--- config.mk ---
export PLATFORM = sky130hd
export DESIGN_NAME = fetch_pc_ctrl_flat
export DESIGN_NICKNAME = d
export VERILOG_FILES = /design/src/rtl/fetch_pc_if.sv /design/src/rtl/fetch_pc_ctrl.sv /design/src/flat_wrapper.sv
export SDC_FILE = /design/constraint.sdc
export NUM_CORES = 1
export LEC_CHECK = 0
export ABC_AREA = 1
export CORE_MARGIN = 3
export CORE_UTILIZATION = 44
export CTS_BUF_LIST = sky130_fd_sc_hd__clkbuf_8
export DETAILED_ROUTE_END_ITERATION = 6
export GPL_TIMING_DRIVEN = 0
export MAX_ROUTING_LAYER = met4
export PLACE_DENSITY = 0.83
export SLEW_MARGIN = 10
export SYNTH_ARGS = -nofsm -noshare
export SYNTH_HDL_FRONTEND = slang
export SYNTH_SLANG_ARGS = --single-unit
--- constraint.sdc ---
create_clock -name clk -period 1.8 [get_ports clk]
set_input_delay 0.36 -clock clk [delete_from_list [all_inputs] [get_ports clk]]
set_output_delay 0.36 -clock clk [all_outputs]
set_load 0.01 [all_outputs]
--- src/rtl/fetch_pc_if.sv ---
`default_nettype none
// ============================================================================
// Module      : fetch_pc_if
// Description : Bundle of the fetch sequencer's core-side and instruction-
//               memory-side signals.
//               master : the fetch controller (drives imem_req/imem_addr and
//                        the decode-side instr/instr_valid/pc_out/misalign_err)
//               slave  : the surrounding core and instruction memory
//               Core side   : stall, branch_taken, br_target, instr,
//                             instr_valid, pc_out, misalign_err
//               Memory side : imem_req, imem_addr, imem_ready, imem_rvalid,
//                             imem_rdata
// Revision    : 1.0 - initial release
// ============================================================================
interface fetch_pc_if;
    logic        stall;
    logic        branch_taken;
    logic [31:0] br_target;
    logic        imem_req;
    logic [31:0] imem_addr;
    logic        imem_ready;
    logic        imem_rvalid;
    logic [31:0] imem_rdata;
    logic [31:0] instr;
    logic        instr_valid;
    logic [31:0] pc_out;
    logic        misalign_err;

    modport master (
        input  stall, branch_taken, br_target, imem_ready, imem_rvalid, imem_rdata,
        output imem_req, imem_addr, instr, instr_valid, pc_out, misalign_err
    );

    modport slave (
        output stall, branch_taken, br_target, imem_ready, imem_rvalid, imem_rdata,
        input  imem_req, imem_addr, instr, instr_valid, pc_out, misalign_err
    );
endinterface
`default_nettype wire

--- src/rtl/fetch_pc_ctrl.sv ---
`default_nettype none
// ============================================================================
// Module      : fetch_pc_ctrl
// Description : Program counter and instruction-fetch sequencer. Fetches one
//               instruction per REQ/WAIT handshake, presents it in EXEC and
//               selects the next PC (sequential, branch target, or trap
//               vector on a misaligned taken target).
// Ports       : clk          - rising-edge clock
//               rst_n        - asynchronous active-low reset
//               bus          - fetch_pc_if.master (core + imem signals)
//               retired_cnt  - retired instruction count (FETCH_PERF_CNT_EN)
//               taken_cnt    - taken branch count       (FETCH_PERF_CNT_EN)
// Config      : define FETCH_PERF_CNT_EN to add the performance counters.
// Revision    : 1.0 - initial release
// ============================================================================
module fetch_pc_ctrl #(
    parameter logic [31:0] RESET_PC = 32'h0000_0000,
    parameter logic [31:0] TRAP_VEC = 32'h0000_0100
) (
    input  logic              clk,
    input  logic              rst_n,
    fetch_pc_if.master        bus
`ifdef FETCH_PERF_CNT_EN
    ,
    output logic [31:0]       retired_cnt,
    output logic [31:0]       taken_cnt
`endif
);

    localparam logic [31:0] c_NOP = 32'h0000_0013;

    typedef enum logic [1:0] {
        S_BOOT = 2'd0,
        S_REQ  = 2'd1,
        S_WAIT = 2'd2,
        S_EXEC = 2'd3
    } state_t;

    state_t      r_state;
    state_t      w_state_next;
    logic [31:0] r_pc;
    logic [31:0] w_pc_next;
    logic [31:0] r_instr;
    logic        r_misalign;
    logic        w_misalign_next;
    logic        w_tgt_misaligned;

    assign w_tgt_misaligned = (bus.br_target[1:0] != 2'b00);

    // State register, PC, instruction latch and the registered error pulse.
    always_ff @(posedge clk or negedge rst_n) begin
        if (!rst_n) begin
            r_state    <= S_BOOT;
            r_pc       <= RESET_PC;
            r_instr    <= c_NOP;
            r_misalign <= 1'b0;
        end else begin
            r_state    <= w_state_next;
            r_pc       <= w_pc_next;
            r_misalign <= w_misalign_next;
            // Read data is only honoured in WAIT; a stray rvalid in REQ
            // must not disturb the presented instruction.
            if (r_state == S_WAIT && bus.imem_rvalid) begin
                r_instr <= bus.imem_rdata;
            end
        end
    end

    // Next-state and next-PC selection. The PC only moves on EXEC->REQ,
    // so branch inputs seen during a stall have no lasting effect.
    always_comb begin
        w_state_next    = r_state;
        w_pc_next       = r_pc;
        w_misalign_next = 1'b0;
        case (r_state)
            S_BOOT: w_state_next = S_REQ;
            S_REQ: begin
                if (bus.imem_ready) begin
                    w_state_next = S_WAIT;
                end
            end
            S_WAIT: begin
                if (bus.imem_rvalid) begin
                    w_state_next = S_EXEC;
                end
            end
            S_EXEC: begin
                if (!bus.stall) begin
                    w_state_next = S_REQ;
                    if (!bus.branch_taken) begin
                        w_pc_next = r_pc + 32'd4;
                    end else if (w_tgt_misaligned) begin
                        w_pc_next       = TRAP_VEC;
                        w_misalign_next = 1'b1;
                    end else begin
                        w_pc_next = bus.br_target;
                    end
                end
            end
            default: w_state_next = S_BOOT;
        endcase
    end

    // Outputs come straight from registers or state decode.
    assign bus.imem_req     = (r_state == S_REQ);
    assign bus.imem_addr    = r_pc;
    assign bus.pc_out       = r_pc;
    assign bus.instr        = r_instr;
    assign bus.instr_valid  = (r_state == S_EXEC);
    assign bus.misalign_err = r_misalign;

`ifdef FETCH_PERF_CNT_EN
    logic        w_retire;
    logic [31:0] r_retired_cnt;
    logic [31:0] r_taken_cnt;

    assign w_retire = (r_state == S_EXEC) && !bus.stall;

    always_ff @(posedge clk or negedge rst_n) begin
        if (!rst_n) begin
            r_retired_cnt <= 32'd0;
            r_taken_cnt   <= 32'd0;
        end else if (w_retire) begin
            r_retired_cnt <= r_retired_cnt + 32'd1;
            if (bus.branch_taken) begin
                r_taken_cnt <= r_taken_cnt + 32'd1;
            end
        end
    end

    assign retired_cnt = r_retired_cnt;
    assign taken_cnt   = r_taken_cnt;
`endif

endmodule
`default_nettype wire

--- src/flat_wrapper.sv ---
// flat-port wrapper written by rule: the top's interface ports become plain ports
module fetch_pc_ctrl_flat 
#(
    parameter logic [31:0] RESET_PC = 32'h0000_0000,
    parameter logic [31:0] TRAP_VEC = 32'h0000_0100
)
  (clk, rst_n, bus_stall, bus_branch_taken, bus_br_target, bus_imem_ready, bus_imem_rvalid, bus_imem_rdata, bus_imem_req, bus_imem_addr, bus_instr, bus_instr_valid, bus_pc_out, bus_misalign_err);
  fetch_pc_if bus_i ();
  input  logic clk;
  input  logic rst_n;
  input wire logic [$bits(bus_i.stall)-1:0] bus_stall;
  input wire logic [$bits(bus_i.branch_taken)-1:0] bus_branch_taken;
  input wire logic [$bits(bus_i.br_target)-1:0] bus_br_target;
  input wire logic [$bits(bus_i.imem_ready)-1:0] bus_imem_ready;
  input wire logic [$bits(bus_i.imem_rvalid)-1:0] bus_imem_rvalid;
  input wire logic [$bits(bus_i.imem_rdata)-1:0] bus_imem_rdata;
  output wire logic [$bits(bus_i.imem_req)-1:0] bus_imem_req;
  output wire logic [$bits(bus_i.imem_addr)-1:0] bus_imem_addr;
  output wire logic [$bits(bus_i.instr)-1:0] bus_instr;
  output wire logic [$bits(bus_i.instr_valid)-1:0] bus_instr_valid;
  output wire logic [$bits(bus_i.pc_out)-1:0] bus_pc_out;
  output wire logic [$bits(bus_i.misalign_err)-1:0] bus_misalign_err;
  assign bus_i.stall = bus_stall;
  assign bus_i.branch_taken = bus_branch_taken;
  assign bus_i.br_target = bus_br_target;
  assign bus_i.imem_ready = bus_imem_ready;
  assign bus_i.imem_rvalid = bus_imem_rvalid;
  assign bus_i.imem_rdata = bus_imem_rdata;
  assign bus_imem_req = bus_i.imem_req;
  assign bus_imem_addr = bus_i.imem_addr;
  assign bus_instr = bus_i.instr;
  assign bus_instr_valid = bus_i.instr_valid;
  assign bus_pc_out = bus_i.pc_out;
  assign bus_misalign_err = bus_i.misalign_err;
  fetch_pc_ctrl #(.RESET_PC(RESET_PC), .TRAP_VEC(TRAP_VEC)) u_core (.clk(clk), .rst_n(rst_n), .bus(bus_i));
endmodule
==> run_1/layer_met2.png <==
Scale: 3 px per um.
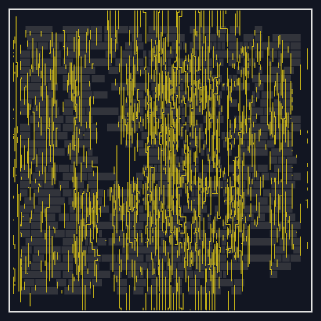
main direction: vertical
wire length on this layer: 5790 um
nets with wire on the layer: 659
share of all routed wire: 47%
longest straight run: 50.3 um

==> run_1/flops_by_reg.png <==
Scale: 4 px per um. Other sequential cells in the stronger grey, the rest of the logic in the fainter grey.
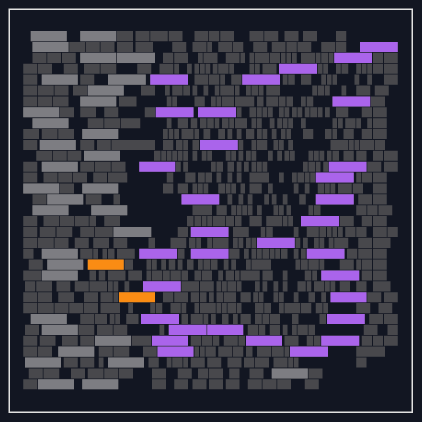
legend:
  purple:
    signal: u_core.bus.imem_addr
    flops: 32
  orange:
    signal: u_core.r_state
    flops: 2

==> run_1/detail.png <==
Region (30, 50) to (70, 90) um. Cells in grey, sequential cells in the stronger grey; small squares are vias.
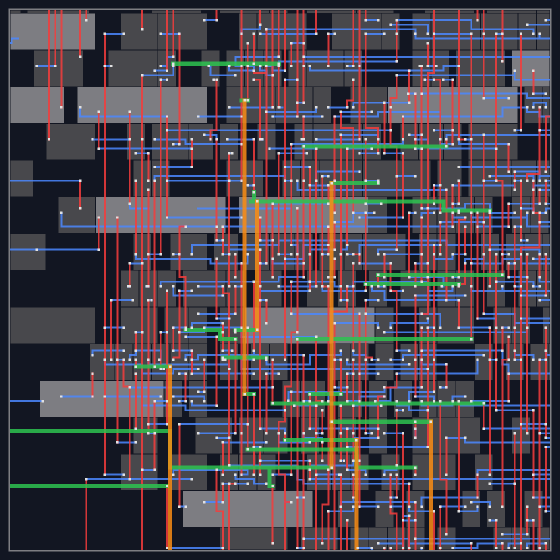
legend:
  red:
    layer: metal 2
  orange:
    layer: metal 4
  blue:
    layer: metal 1
  green:
    layer: metal 3
sequential cells in the window: 8
netlist names of flops here include: u_core.bus.imem_addr (7), u_core.bus.instr (1)
cells with their middle in the window: 172
most frequent: nand2_1 (64), nor2_1 (27)

==> summary.txt, run 1 <==
final core utilization: 0.743
Pint: 0.00623 W
Critical Path Sink Type: output pin
Final min period: 1.76 ns
Seq cells post-synth: 67
Max VDD drop: 837 uV
post-layout period usage: 0.980
critical path launch point type: flop
hold_sp: bus_branch_taken
FP Util: 0.465
Pre-antenna DRT Iters: 4
Peak Freq: 0.567 GHz
Mux cell area share: 0.0920
DRT antenna net count: 0
ant diodes: 0
Cell Count, Final, Fillers Out: 817
Rel. slew slack: 0.610
met1 Use GR: 0.306
share of cells above drive strength 1: 0.237
CTS buffer count: 9
final instance area: 0.00626 mm^2
hold_ws: 0.407 ns
IO Pins: 169
area leader, netlist: dfrtp_1
DRC: 0
first-pass GRT wire length: 19500 um
clock power share: 0.132
area share of xor/xnor cells in the synthesized design: 0.0112
Simple-Gate Area Share: 0.254
Synth Instances: 496
Metal-1 WL: 5120 um
die width: 100 um
# clock sinks: 67
port bufs: 167
clock root cell: clkbuf_8
clk latency late pin: 0.35 ns
worst-case reg-to-reg path depth: 11
Syn Nets: 570
fa+ha+maj area frac: 0.0128
largest net degree at the start of global routing: 46
Top Layer Used: met4
clk tree area frac: 0.0320
cell area after synthesis: 0.00392 mm^2
row cnt: 33
top cell class by occupied area: buffers
Synth top area share: 0.409
dominant logic cell type in the layout: clkdlybuf4s50_1
area fraction in compound gates: 0.0741
Tightest Pin Transition: 0.585 ns
Sw Pwr: 0.00361 W
Levels on crit path: 2
clock tree buffer depth: 2
CP max stage delay: 0.47 ns
DR vias/cell: 4.98
Top power group: combinational cells
top cells, area: dfrtp_1 41%, nand2_1 14%, mux2_2 9.2%
dpl cells: 769
GR Layer Usage met2: 0.401
arrival time at the worst endpoint: 1.40 ns
flop count: 67
Max Fanout on Critical Path: 3
Dominant combinational family: simple AND/OR/NAND/NOR gates
switch share: 0.367
post-cts sizing count: 28
Initial DRC Count: 263
Combinational Gates: 333
most frequent cells in the layout: 156 x clkdlybuf4s50_1, 140 x nand2_1, 67 x buf_4
CP Cell Sequence: buf_4 -> clkdlybuf4s50_1
Non-clock inverters: 49
P_clk: 0.00130 W
run status: complete, no violations
Buf/Inv on CP: 2
tap cells: 105
Non-Clock Buffer Count: 247
WHS Path Cells: 4
Avg WL per Cell: 15.0 um
worst path required time: 1.44 ns
Worst R2R Start: u_core.bus.imem_addr[2]$_DFFE_PN0N_
hold crit path type: in -> reg
yosys stat chip area: 0.00392 mm^2
initial antenna violation count: 0
Cell Pwr Density: 1570 mW/mm^2
GRT overflow: 0
DP Worst Slack: -0.205 ns
Post-synth EDFFs: 0
H-tree levels: 3
PnR worst setup slack: 0.0358 ns
==> run 1 -> run 2 <==
--- a/config.mk
+++ b/config.mk
@@ -5,12 +5,14 @@
 export SDC_FILE = /design/constraint.sdc
 export NUM_CORES = 1
 export LEC_CHECK = 0
-export ABC_AREA = 1
+export ABC_AREA = 0
+export CAP_MARGIN = 5
 export CORE_MARGIN = 3
-export CORE_UTILIZATION = 44
+export CORE_UTILIZATION = 43
 export CTS_BUF_LIST = sky130_fd_sc_hd__clkbuf_8
 export DETAILED_ROUTE_END_ITERATION = 6
 export GPL_TIMING_DRIVEN = 0
+export HOLD_SLACK_MARGIN = 0.02
 export MAX_ROUTING_LAYER = met4
 export PLACE_DENSITY = 0.83
 export SLEW_MARGIN = 10
==> run_2/layer_met2.png <==
Scale: 3 px per um.
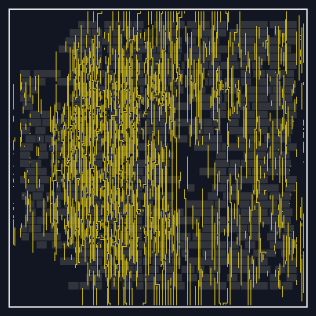
nets with wire on the layer: 609
main direction: vertical
wire length on this layer: 6590 um
share of all routed wire: 48%

==> run_2/flops_by_reg.png <==
Scale: 4 px per um. Other sequential cells in the stronger grey, the rest of the logic in the fainter grey.
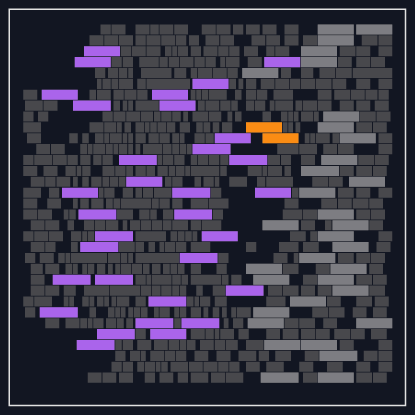
legend:
  orange:
    signal: u_core.r_state
    flops: 2
  purple:
    signal: u_core.bus.imem_addr
    flops: 32
not coloured: 33

==> run_2/detail.png <==
Region (29, 49) to (69, 89) um. Cells in grey, sequential cells in the stronger grey; small squares are vias.
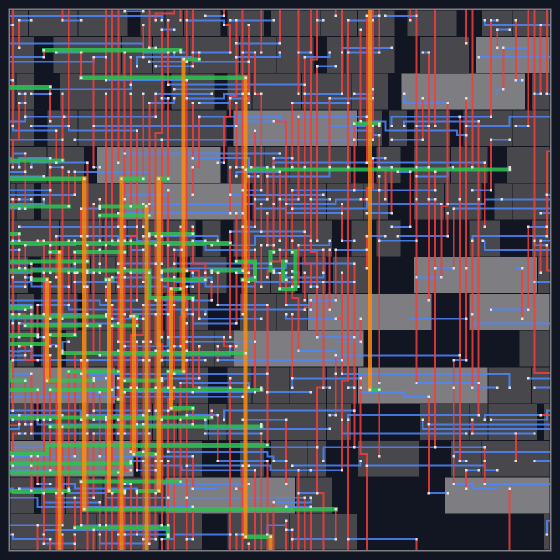
legend:
  green:
    layer: metal 3
  red:
    layer: metal 2
  orange:
    layer: metal 4
  blue:
    layer: metal 1
netlist names of flops here include: u_core.bus.imem_addr (11), u_core.r_state (2)
sequential cells in the window: 14
most frequent: buf_4 (27), clkdlybuf4s50_1 (14), dfrtp_1 (10)
cells with their middle in the window: 148

==> run 2 against run 1 <==
  * Critical path depth grew 5
  * Hold slack lost 0.044 ns
  * Final area grew 1.4%
  * Critical path type is now reg -> reg
  * Clock power grew 5%
  * Final cell count shrank 12%
  * Maximum frequency shrank 7.1%
  * Sequential share of layout area shrank 0.51 points
  * The run now ends with negative setup slack left
  * Combinational power shrank 5.8%
  * Die area shrank 3.3%
  * Utilization grew 2.1 points
  * Synthesized area shrank 5.7%
  * Non-clock buffer count grew 31
==> summary.txt, run 2 <==
run status: finished with violations
violated checks: negative setup slack
Levels on crit path: 7 (+5)
Tightest Pin Transition: 0.672 ns (+0.0868 ns)
Synth Instances: 374 (-25%)
area share of xor/xnor cells in the synthesized design: 0 (-0.0112)
worst path required time: 2.02 ns (+0.58 ns)
GR Layer Usage met2: 0.421 (+0.0201)
initial antenna violation count: 0 (unchanged)
Simple-Gate Area Share: 0.179 (-0.0744)
first-pass GRT wire length: 20100 um (+2.9%)
Worst R2R Start: u_core.bus.imem_addr[15]$_DFFE_PN0N_
Pint: 0.00620 W (-0.41%)
critical path launch point type: flop
dominant logic cell type in the layout: clkdlybuf4s50_1
Cell Pwr Density: 1510 mW/mm^2 (-3.9%)
PnR worst setup slack: -0.0995 ns (-0.135 ns)
Peak Freq: 0.526 GHz (-7.1%)
area fraction in compound gates: 0.152 (+0.0776)
CP max stage delay: 0.39 ns (-0.08 ns)
clock root cell: clkbuf_8
Critical Path Sink Type: flop
Pre-antenna DRT Iters: 5 (+1)
post-layout period usage: 1.06 (+0.0751)
Sw Pwr: 0.00337 W (-6.5%)
Mux cell area share: 0.106 (+0.0140)
# clock sinks: 67 (unchanged)
Seq cells post-synth: 67 (unchanged)
final core utilization: 0.764 (+0.0213)
Dominant combinational family: simple AND/OR/NAND/NOR gates
clk latency late pin: 0.35 ns (about the same)
share of cells above drive strength 1: 0.324 (+0.0868)
top cell class by occupied area: buffers
DRC: 0 (unchanged)
tap cells: 105 (unchanged)
area leader, netlist: dfrtp_1
post-cts sizing count: 42 (+50%)
Synth top area share: 0.433 (+0.0246)
met1 Use GR: 0.338 (+0.0312)
# setup viols final: 10
CTS buffer count: 9 (unchanged)
DR vias/cell: 5.70 (+15%)
Max Fanout on Critical Path: 8 (+5)
die width: 98.7 um (-1.7%)
Combinational Gates: 246 (-26%)
Final min period: 1.90 ns (+0.135 ns)
most frequent cells in the layout: 145 x clkdlybuf4s50_1, 93 x buf_4, 45 x dfrtp_1
DRT antenna net count: 0 (unchanged)
Cell Count, Final, Fillers Out: 722 (-12%)
DP Worst Slack: -0.603 ns (-0.398 ns)
flop count: 67 (unchanged)
==> run 2 -> run 3 <==
--- a/config.mk
+++ b/config.mk
@@ -7,14 +7,14 @@
 export LEC_CHECK = 0
 export ABC_AREA = 0
 export CAP_MARGIN = 5
+export CORE_ASPECT_RATIO = 1.25
 export CORE_MARGIN = 3
-export CORE_UTILIZATION = 43
+export CORE_UTILIZATION = 29
 export CTS_BUF_LIST = sky130_fd_sc_hd__clkbuf_8
 export DETAILED_ROUTE_END_ITERATION = 6
 export GPL_TIMING_DRIVEN = 0
 export HOLD_SLACK_MARGIN = 0.02
 export MAX_ROUTING_LAYER = met4
-export PLACE_DENSITY = 0.83
 export SLEW_MARGIN = 10
 export SYNTH_ARGS = -nofsm -noshare
 export SYNTH_HDL_FRONTEND = slang
==> constraint.sdc (replaced) <==
create_clock -name clk -period 2.4 [get_ports clk]
set_input_delay 0.48 -clock clk [delete_from_list [all_inputs] [get_ports clk]]
set_output_delay 0.48 -clock clk [all_outputs]
set_load 0.01 [all_outputs]
==> run_3/logic_types.png <==
Scale: 4 px per um.
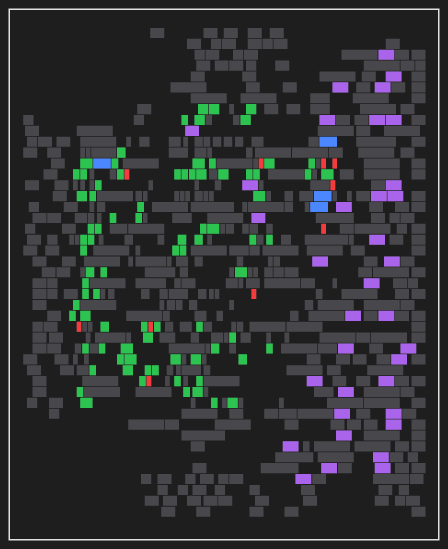
legend:
  green:
    family: inverting AOI/OAI gates
    cells: 83
  purple:
    family: multiplexers
    cells: 35
    where: a column on the right
  blue:
    family: adder and majority cells
    cells: 4
  red:
    family: inverters
    cells: 10

==> run_3/flops_by_reg.png <==
Scale: 4 px per um. Other sequential cells in the stronger grey, the rest of the logic in the fainter grey.
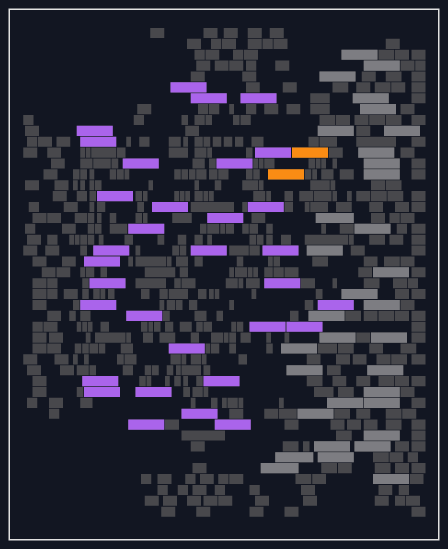
legend:
  orange:
    signal: u_core.r_state
    flops: 2
  purple:
    signal: u_core.bus.imem_addr
    flops: 32
not coloured: 33

==> run_3/detail.png <==
Region (33, 73) to (73, 113) um. Cells in grey, sequential cells in the stronger grey; small squares are vias.
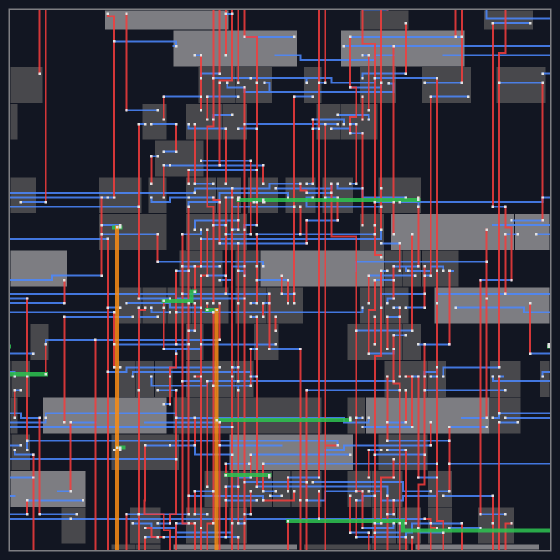
legend:
  orange:
    layer: metal 4
  red:
    layer: metal 2
  green:
    layer: metal 3
  blue:
    layer: metal 1
sequential cells in the window: 10
netlist names of flops here include: u_core.bus.imem_addr (9), u_core.r_state (1)
cells with their middle in the window: 87
most frequent: dfrtp_1 (10), nand2_1 (8), o21ai_0 (8)

==> run 3 against run 2 <==
  * The flow now finishes without violations
  * Setup slack better by 0.24 ns
  * Highest routed layer unchanged
  * Non-clock buffer count decreased by 58
  * Maximum frequency down 16%
  * Utilization fell by 29 points
==> summary.txt, run 3 <==
tap cells: 164 (+56%)
# clock sinks: 67 (unchanged)
Peak Freq: 0.443 GHz (-16%)
Cell Count, Final, Fillers Out: 723 (+0.14%)
area fraction in compound gates: 0.152 (unchanged)
# setup viols final: 0 (-10)
Simple-Gate Area Share: 0.179 (unchanged)
share of cells above drive strength 1: 0.177 (-0.147)
GR Layer Usage met2: 0.294 (-0.127)
critical path launch point type: flop
CTS buffer count: 9 (unchanged)
Mux cell area share: 0.106 (unchanged)
Pre-antenna DRT Iters: 5 (unchanged)
run status: complete, no violations
Tightest Pin Transition: 0.852 ns (+0.180 ns)
Cell Pwr Density: 1150 mW/mm^2 (-24%)
post-layout period usage: 0.940 (-0.115)
flop count: 67 (unchanged)
area share of xor/xnor cells in the synthesized design: 0 (unchanged)
Seq cells post-synth: 67 (unchanged)
final core utilization: 0.475 (-0.289)
PnR worst setup slack: 0.144 ns (+0.244 ns)
top cell class by occupied area: buffers
clk latency late pin: 0.35 ns (about the same)
cells in synth_stat.txt: 374
Max Fanout on Critical Path: 8 (unchanged)
Synth Instances: 374 (unchanged)
post-cts sizing count: 0 (-100%)
initial antenna violation count: 0 (unchanged)
DRC: 0 (unchanged)
Sw Pwr: 0.00232 W (-31%)
dominant logic cell type in the layout: clkdlybuf4s50_1
Synth top area share: 0.433 (unchanged)
Critical Path Sink Type: flop
most frequent cells in the layout: 166 x clkdlybuf4s50_1, 64 x dfrtp_1, 33 x mux2_2, 33 x buf_4, 32 x nand2_1
DRT antenna net count: 0 (unchanged)
Dominant combinational family: simple AND/OR/NAND/NOR gates
Levels on crit path: 6 (-1)
area leader, netlist: dfrtp_1
worst path required time: 2.64 ns (+0.62 ns)
DR vias/cell: 4.98 (-13%)
CP max stage delay: 0.52 ns (+0.13 ns)
Pint: 0.00439 W (-29%)
Worst R2R Start: u_core.bus.imem_addr[14]$_DFFE_PN0N_

==> layout pictures side by side <==
Congestion heat map.
Plate I
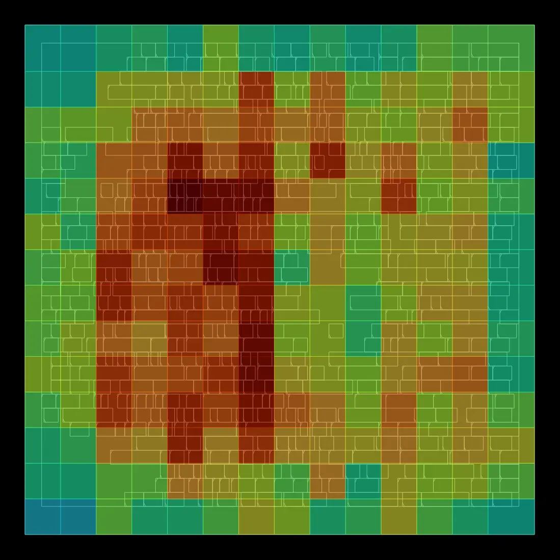
Plate II
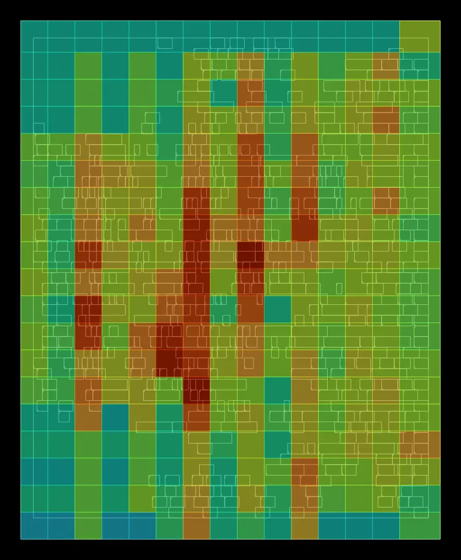
Plate III
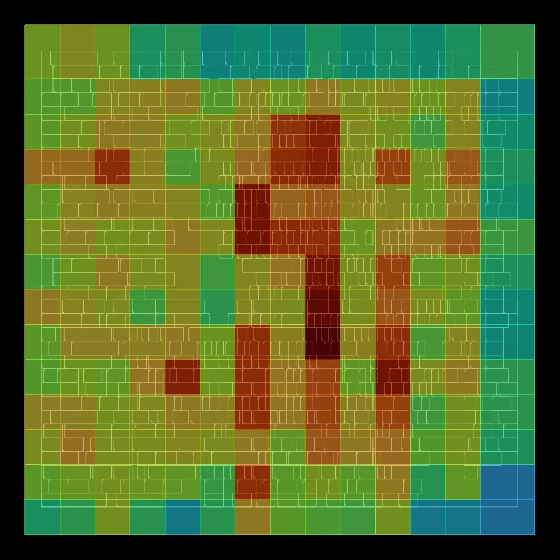
run 3 -> Plate II
run 2 -> Plate I
run 1 -> Plate III
Of these, least wire per cell: Plate III

Power is estimated from default activity; no workload was simulated.
